**Run 1: clock routing**

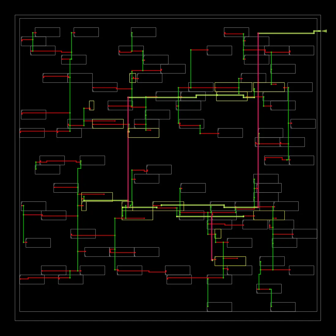
**Run 1: logic cells by family**

(4 px per um)
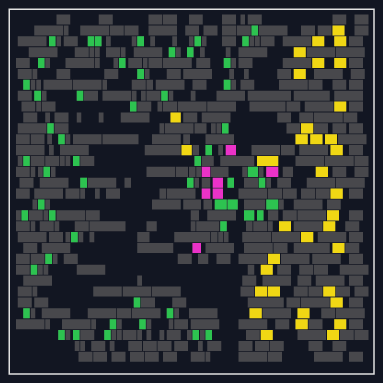
**Run 1: signal wires by layer**

(4 px per um)
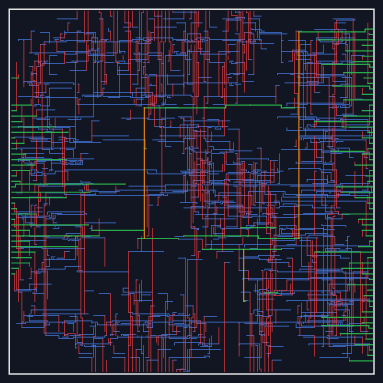
**Run 1: port wiring**

(4 px per um)
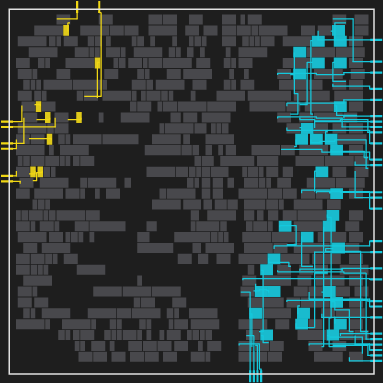
**config.mk**
```make
export PLATFORM = sky130hd
export DESIGN_NAME = mc_apb_master_flat
export DESIGN_NICKNAME = d
export VERILOG_FILES = /design/src/rtl/mc_apb_master_pkg.sv /design/src/rtl/mc_apb_master_if.sv /design/src/rtl/mc_apb_master.sv /design/src/flat_wrapper.sv
export SDC_FILE = /design/constraint.sdc
export NUM_CORES = 1
export LEC_CHECK = 0
export CAP_MARGIN = 15
export CORE_UTILIZATION = 39
export CTS_BUF_LIST = sky130_fd_sc_hd__clkbuf_16
export DETAILED_ROUTE_END_ITERATION = 10
export PLACE_DENSITY = 0.84
export SKIP_CTS_REPAIR_TIMING = 1
export SLEW_MARGIN = 20
export SYNTH_ARGS = -nofsm -noshare
export SYNTH_HDL_FRONTEND = slang
export SYNTH_SLANG_ARGS = --single-unit
```
**constraint.sdc**
```tcl
create_clock -name apb_pclk -period 2.7 [get_ports apb_pclk]
set_clock_uncertainty 0.2 [all_clocks]
set_input_delay 0.405 -clock apb_pclk [delete_from_list [all_inputs] [get_ports apb_pclk]]
set_output_delay 0.405 -clock apb_pclk [all_outputs]
set_load 0.01 [all_outputs]
```
**src/rtl/mc_apb_master_pkg.sv**
```systemverilog
// Shared types for the memory-controller APB initiator: FSM states, config-space
// address map and the counter-width helper used to size the wait/delay counters.
package mc_apb_master_pkg;

  typedef enum logic [2:0] {
    ST_IDLE   = 3'd0,
    ST_SETUP  = 3'd1,
    ST_ACCESS = 3'd2,
    ST_RDWAIT = 3'd3,
    ST_RESP   = 3'd4
  } state_e;

  // Config-register byte addresses, shared with the config slave and benches.
  typedef enum logic [7:0] {
    MC_REG_CTRL     = 8'h00,
    MC_REG_STATUS   = 8'h04,
    MC_REG_TRAS_TRP = 8'h08,
    MC_REG_TIMING   = 8'h0C,
    MC_REG_REFRESH  = 8'h10,
    MC_REG_MODE     = 8'h14,
    MC_REG_DEBUG    = 8'h18
  } mc_reg_addr_e;

  typedef struct packed {
    logic [7:0] rsvd;
    logic [7:0] trc;
    logic [7:0] trp;
    logic [7:0] tras;
  } mc_tras_trp_t;

  // Bits needed to hold 0..n inclusive, never less than one.
  function automatic int unsigned cnt_width(input int unsigned n);
    return (n == 0) ? 1 : $clog2(n + 1);
  endfunction

endpackage

```
**src/rtl/mc_apb_master_if.sv**
```systemverilog
// Request/response channels plus the APB config bus for mc_apb_master.
// The master modport is the initiator's view; slave is the environment's view.
interface mc_apb_master_if #(
  parameter int unsigned DATA_WIDTH = 32,
  parameter int unsigned ADDR_WIDTH = 8
);
  logic                  req_valid;
  logic                  req_ready;
  logic                  req_write;
  logic [ADDR_WIDTH-1:0] req_addr;
  logic [DATA_WIDTH-1:0] req_wdata;

  logic                  rsp_valid;
  logic                  rsp_ready;
  logic [DATA_WIDTH-1:0] rsp_rdata;
  logic                  rsp_err;

  logic                  busy;

  logic                  apb_psel;
  logic                  apb_penable;
  logic                  apb_pwrite;
  logic [ADDR_WIDTH-1:0] apb_paddr;
  logic [DATA_WIDTH-1:0] apb_pwdata;
  logic                  apb_pready;
  logic [DATA_WIDTH-1:0] apb_prdata;

  modport master (
    input  req_valid, req_write, req_addr, req_wdata,
    output req_ready,
    output rsp_valid, rsp_rdata, rsp_err,
    input  rsp_ready,
    output busy,
    output apb_psel, apb_penable, apb_pwrite, apb_paddr, apb_pwdata,
    input  apb_pready, apb_prdata
  );

  modport slave (
    output req_valid, req_write, req_addr, req_wdata,
    input  req_ready,
    input  rsp_valid, rsp_rdata, rsp_err,
    output rsp_ready,
    input  busy,
    input  apb_psel, apb_penable, apb_pwrite, apb_paddr, apb_pwdata,
    output apb_pready, apb_prdata
  );

endinterface

```
**src/rtl/mc_apb_master.sv**
```systemverilog
// APB initiator for the memory-controller config space: one register request at a
// time becomes a SETUP/ACCESS transfer, answered with read data or a timeout error.
module mc_apb_master
  import mc_apb_master_pkg::*;
#(
  parameter int unsigned DATA_WIDTH     = 32,
  parameter int unsigned ADDR_WIDTH     = 8,
  parameter int unsigned RDATA_DLY      = 1,
  parameter int unsigned TIMEOUT_CYCLES = 16
) (
  input logic             apb_pclk,
  input logic             apb_prst,
  mc_apb_master_if.master bus
);

  localparam int unsigned WAIT_W = cnt_width(TIMEOUT_CYCLES);
  localparam int unsigned DLY_W  = cnt_width(RDATA_DLY);

  localparam logic [WAIT_W-1:0] WAIT_LAST = WAIT_W'(TIMEOUT_CYCLES - 1);
  localparam logic [DLY_W-1:0]  DLY_LAST  = DLY_W'((RDATA_DLY > 0) ? RDATA_DLY - 1 : 0);

  state_e                state_q,     state_d;
  logic                  psel_q,      psel_d;
  logic                  penable_q,   penable_d;
  logic                  pwrite_q,    pwrite_d;
  logic [ADDR_WIDTH-1:0] paddr_q,     paddr_d;
  logic [DATA_WIDTH-1:0] pwdata_q,    pwdata_d;
  logic                  rsp_valid_q, rsp_valid_d;
  logic                  rsp_err_q,   rsp_err_d;
  logic [DATA_WIDTH-1:0] rsp_rdata_q, rsp_rdata_d;
  logic [WAIT_W-1:0]     wait_cnt_q,  wait_cnt_d;
  logic [DLY_W-1:0]      dly_cnt_q,   dly_cnt_d;

  always_comb begin
    // NOTE: every _d starts from its _q, so no path through this block infers a latch.
    state_d     = state_q;
    psel_d      = psel_q;
    penable_d   = penable_q;
    pwrite_d    = pwrite_q;
    paddr_d     = paddr_q;
    pwdata_d    = pwdata_q;
    rsp_valid_d = rsp_valid_q;
    rsp_err_d   = rsp_err_q;
    rsp_rdata_d = rsp_rdata_q;
    wait_cnt_d  = wait_cnt_q;
    dly_cnt_d   = dly_cnt_q;

    case (state_q)
      ST_IDLE: begin
        if (bus.req_valid) begin
          pwrite_d   = bus.req_write;
          paddr_d    = bus.req_addr;
          pwdata_d   = bus.req_wdata;
          psel_d     = 1'b1;
          wait_cnt_d = '0;
          state_d    = ST_SETUP;
        end
      end

      ST_SETUP: begin
        penable_d = 1'b1;
        state_d   = ST_ACCESS;
      end

      ST_ACCESS: begin
        if (bus.apb_pready) begin
          psel_d    = 1'b0;
          penable_d = 1'b0;
          if (pwrite_q || RDATA_DLY == 0) begin
            rsp_valid_d = 1'b1;
            rsp_err_d   = 1'b0;
            rsp_rdata_d = pwrite_q ? '0 : bus.apb_prdata;
            state_d     = ST_RESP;
          end else begin
            dly_cnt_d = '0;
            state_d   = ST_RDWAIT;
          end
        end else if (wait_cnt_q == WAIT_LAST) begin
          // Slave never answered: abort the transfer and report it as an error.
          psel_d      = 1'b0;
          penable_d   = 1'b0;
          wait_cnt_d  = wait_cnt_q + 1'b1;
          rsp_valid_d = 1'b1;
          rsp_err_d   = 1'b1;
          rsp_rdata_d = '0;
          state_d     = ST_RESP;
        end else begin
          wait_cnt_d = wait_cnt_q + 1'b1;
        end
      end

      // The slave registers prdata on the completion edge, so sample it late.
      ST_RDWAIT: begin
        if (dly_cnt_q == DLY_LAST) begin
          rsp_valid_d = 1'b1;
          rsp_err_d   = 1'b0;
          rsp_rdata_d = bus.apb_prdata;
          state_d     = ST_RESP;
        end else begin
          dly_cnt_d = dly_cnt_q + 1'b1;
        end
      end

      ST_RESP: begin
        if (bus.rsp_ready) begin
          rsp_valid_d = 1'b0;
          state_d     = ST_IDLE;
        end
      end

      default: state_d = ST_IDLE;
    endcase
  end

  // NOTE: state is updated with non-blocking assignments so every flop samples pre-edge values.
  always_ff @(posedge apb_pclk) begin
    if (apb_prst) begin
      state_q     <= ST_IDLE;
      psel_q      <= 1'b0;
      penable_q   <= 1'b0;
      pwrite_q    <= 1'b0;
      paddr_q     <= '0;
      pwdata_q    <= '0;
      rsp_valid_q <= 1'b0;
      rsp_err_q   <= 1'b0;
      rsp_rdata_q <= '0;
      wait_cnt_q  <= '0;
      dly_cnt_q   <= '0;
    end else begin
      state_q     <= state_d;
      psel_q      <= psel_d;
      penable_q   <= penable_d;
      pwrite_q    <= pwrite_d;
      paddr_q     <= paddr_d;
      pwdata_q    <= pwdata_d;
      rsp_valid_q <= rsp_valid_d;
      rsp_err_q   <= rsp_err_d;
      rsp_rdata_q <= rsp_rdata_d;
      wait_cnt_q  <= wait_cnt_d;
      dly_cnt_q   <= dly_cnt_d;
    end
  end

  assign bus.req_ready   = (state_q == ST_IDLE);
  assign bus.busy        = (state_q != ST_IDLE);
  assign bus.apb_psel    = psel_q;
  assign bus.apb_penable = penable_q;
  assign bus.apb_pwrite  = pwrite_q;
  assign bus.apb_paddr   = paddr_q;
  assign bus.apb_pwdata  = pwdata_q;
  assign bus.rsp_valid   = rsp_valid_q;
  assign bus.rsp_err     = rsp_err_q;
  assign bus.rsp_rdata   = rsp_rdata_q;

endmodule

```
**src/flat_wrapper.sv**
```systemverilog
// flat-port wrapper written by rule: the top's interface ports become plain ports
module mc_apb_master_flat import mc_apb_master_pkg::*;
#(
  parameter int unsigned DATA_WIDTH     = 32,
  parameter int unsigned ADDR_WIDTH     = 8,
  parameter int unsigned RDATA_DLY      = 1,
  parameter int unsigned TIMEOUT_CYCLES = 16
)
  (apb_pclk, apb_prst, bus_req_valid, bus_req_write, bus_req_addr, bus_req_wdata, bus_req_ready, bus_rsp_valid, bus_rsp_rdata, bus_rsp_err, bus_rsp_ready, bus_busy, bus_apb_psel, bus_apb_penable, bus_apb_pwrite, bus_apb_paddr, bus_apb_pwdata, bus_apb_pready, bus_apb_prdata);
  mc_apb_master_if #(.DATA_WIDTH(DATA_WIDTH), .ADDR_WIDTH(ADDR_WIDTH)) bus_i ();
  input logic apb_pclk;
  input logic apb_prst;
  input wire logic [$bits(bus_i.req_valid)-1:0] bus_req_valid;
  input wire logic [$bits(bus_i.req_write)-1:0] bus_req_write;
  input wire logic [$bits(bus_i.req_addr)-1:0] bus_req_addr;
  input wire logic [$bits(bus_i.req_wdata)-1:0] bus_req_wdata;
  output wire logic [$bits(bus_i.req_ready)-1:0] bus_req_ready;
  output wire logic [$bits(bus_i.rsp_valid)-1:0] bus_rsp_valid;
  output wire logic [$bits(bus_i.rsp_rdata)-1:0] bus_rsp_rdata;
  output wire logic [$bits(bus_i.rsp_err)-1:0] bus_rsp_err;
  input wire logic [$bits(bus_i.rsp_ready)-1:0] bus_rsp_ready;
  output wire logic [$bits(bus_i.busy)-1:0] bus_busy;
  output wire logic [$bits(bus_i.apb_psel)-1:0] bus_apb_psel;
  output wire logic [$bits(bus_i.apb_penable)-1:0] bus_apb_penable;
  output wire logic [$bits(bus_i.apb_pwrite)-1:0] bus_apb_pwrite;
  output wire logic [$bits(bus_i.apb_paddr)-1:0] bus_apb_paddr;
  output wire logic [$bits(bus_i.apb_pwdata)-1:0] bus_apb_pwdata;
  input wire logic [$bits(bus_i.apb_pready)-1:0] bus_apb_pready;
  input wire logic [$bits(bus_i.apb_prdata)-1:0] bus_apb_prdata;
  assign bus_i.req_valid = bus_req_valid;
  assign bus_i.req_write = bus_req_write;
  assign bus_i.req_addr = bus_req_addr;
  assign bus_i.req_wdata = bus_req_wdata;
  assign bus_req_ready = bus_i.req_ready;
  assign bus_rsp_valid = bus_i.rsp_valid;
  assign bus_rsp_rdata = bus_i.rsp_rdata;
  assign bus_rsp_err = bus_i.rsp_err;
  assign bus_i.rsp_ready = bus_rsp_ready;
  assign bus_busy = bus_i.busy;
  assign bus_apb_psel = bus_i.apb_psel;
  assign bus_apb_penable = bus_i.apb_penable;
  assign bus_apb_pwrite = bus_i.apb_pwrite;
  assign bus_apb_paddr = bus_i.apb_paddr;
  assign bus_apb_pwdata = bus_i.apb_pwdata;
  assign bus_i.apb_pready = bus_apb_pready;
  assign bus_i.apb_prdata = bus_apb_prdata;
  mc_apb_master #(.DATA_WIDTH(DATA_WIDTH), .ADDR_WIDTH(ADDR_WIDTH), .RDATA_DLY(RDATA_DLY), .TIMEOUT_CYCLES(TIMEOUT_CYCLES)) u_core (.apb_pclk(apb_pclk), .apb_prst(apb_prst), .bus(bus_i));
endmodule
```
==> results.toml, run 1 <==
# implementation run metrics
[setup_path]
critPathMaxFanout = 32
endpoint_kind = "flip-flop"
crit_slowest_cell = "nor2_8"
cp_data_required_time_ps = 2760
startpoint_type = "flip-flop"
path_class = "reg -> reg"
r2r_slack_ps = 390
path_depth = 7

[floorplan]
core_sq_um = 7687
die_x_um = 90.79

[final_timing]
slew_viol_final = 0
setup_viol = 0
hold_ws_ps = 227.6
maxSlewHeadroom = 0.6685
fmax_mhz = 433.6

[cells_and_area]
regArea_sq_um = 1702
comb_area_share = 0.2433
num-multi-input-gates = 211
nNonClkBuffers = 160
drive_above_1_share = 0.05074

[logic_synthesis]
flop_cell = "dfxtp_1"
yosys_area_sq_um = 3074
top_logic_kind = "AND-OR/OR-AND gates"
syn_area_sq_um = 3074
synth-seq-cells = 85
yosys_warnings = 0
common_cells = "85 x dfxtp_1, 85 x nand2_1, 45 x a21oi_1"
synthCells = 323
simple_gate_area_frac = 0.1730
ys_cells = 323
synthAoiAreaFrac = 0.1937
synthTopCellsByArea = "dfxtp_1 55%, nand2_1 10%, a22o_1 9.1%"
ys_seq_frac = 0.5535
xor_share = 0.005698

[detailed_routing]
vias_per_cell = 4.843
first_pass_iters = 6
route.met2.wl_mm = 3.778
drtIter0Drc = 72

[pwr]
p_total_w = 0.003053
p_seq_w = 0.00138
p_leak_nw = 1.844
p_switching_w = 0.0007335
irDropWorstVdd_uv = 429.8
p_clk_frac = 0.381
p_per_area_nw_per_um2 = 621.5

[grt]
grt_util_met3 = 0.07997

[status]
status = "complete, no violations"
Notes on 'clock routing' above:
clock buf count: 9
Clock Power: 0.00116 W
Skew-Pair Late Insertion Delay: 330 ps
Seq cells: 85
total CTS buffers: 9

Notes on 'logic cells by family' above:
[magenta] and/or cells | cells: 7 | most used: and2b_1 | where: centre
[green] aoi and oai cells | cells: 54 | most used: a21oi_1
[yellow] non-inverting ao/oa cells | cells: 35 | most used: a22o_1 | where: a vertical strip on the right

Notes on 'signal wires by layer' above:
[blue] M1 | wire length: 3,490 um
[green] M3 | wire length: 646 um
[red] M2 | wire length: 3,780 um
[orange] M4 | wire length: 97.2 um
gr usage total: 0.2055
Routed WL per cell: 13.94 um
final WL: 8.013 mm
Vias: 2,785

Notes on 'port wiring' above:
[yellow] bus_req_addr | bits: 8 | direction: input | edge: 6 west, 2 north | end cells: 8 | buffers: 8 | wire: 103 um
[cyan] bus_apb_prdata | bits: 32 | direction: input | edge: 28 east, 4 south | end cells: 32 | buffers: 32 | wire: 912 um
I/O pin count: 157
Buffers on Ports: 156

==> run 2: changes to the inputs <==
GPL_ROUTABILITY_DRIVEN = 0   (was unset)
**Run 2: signal wires by layer**

(4 px per um)
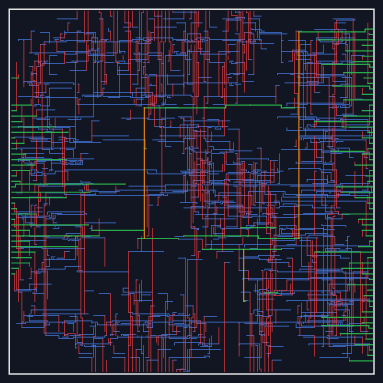
[blue] M1 | wire length: 3,490 um
[orange] M4 | wire length: 97.2 um
[red] M2 | wire length: 3,780 um
[green] M3 | wire length: 646 um

==> results.toml, run 2 <==
# implementation run metrics
[pwr]
p_total_w = 0.003053
p_seq_w = 0.00138
p_per_area_nw_per_um2 = 621.5
p_leak_nw = 1.844
irDropWorstVdd_uv = 429.8
p_clk_frac = 0.381
p_clk_w = 0.00116
p_switching_w = 0.0007335

[setup_path]
startpoint_type = "flip-flop"
endpoint_kind = "flip-flop"
cp_data_required_time_ps = 2760
r2r_slack_ps = 390
crit_slowest_cell = "nor2_8"

[clock_tree]
insertion_delay_ps = 330
numCtsBuffers = 9

[status]
status = "complete, no violations"

[logic_synthesis]
synthAoiAreaFrac = 0.1937
synth-seq-cells = 85
ys_seq_frac = 0.5535
simple_gate_area_frac = 0.1730
top_logic_kind = "AND-OR/OR-AND gates"
synthCells = 323
xor_share = 0.005698
flop_cell = "dfxtp_1"
yosys_warnings = 0
syn_area_sq_um = 3074

[grt]
grt_usage = 0.2055
grt_util_met3 = 0.07997

[detailed_routing]
num_vias = 2785
wl_per_cell_um = 13.94
vias_per_cell = 4.843

[cells_and_area]
regArea_sq_um = 1702
flop-count = 85
drive_above_1_share = 0.05074
num-multi-input-gates = 211
nNonClkBuffers = 160
clockBufferCount = 9
comb_area_share = 0.2433

[floorplan]
ios = 157

[final_timing]
hold_ws_ps = 227.6
fmax_mhz = 433.6
slew_viol_final = 0
maxSlewHeadroom = 0.6685

[place]
io_buffers = 156
Power and IR drop assume default switching activity.
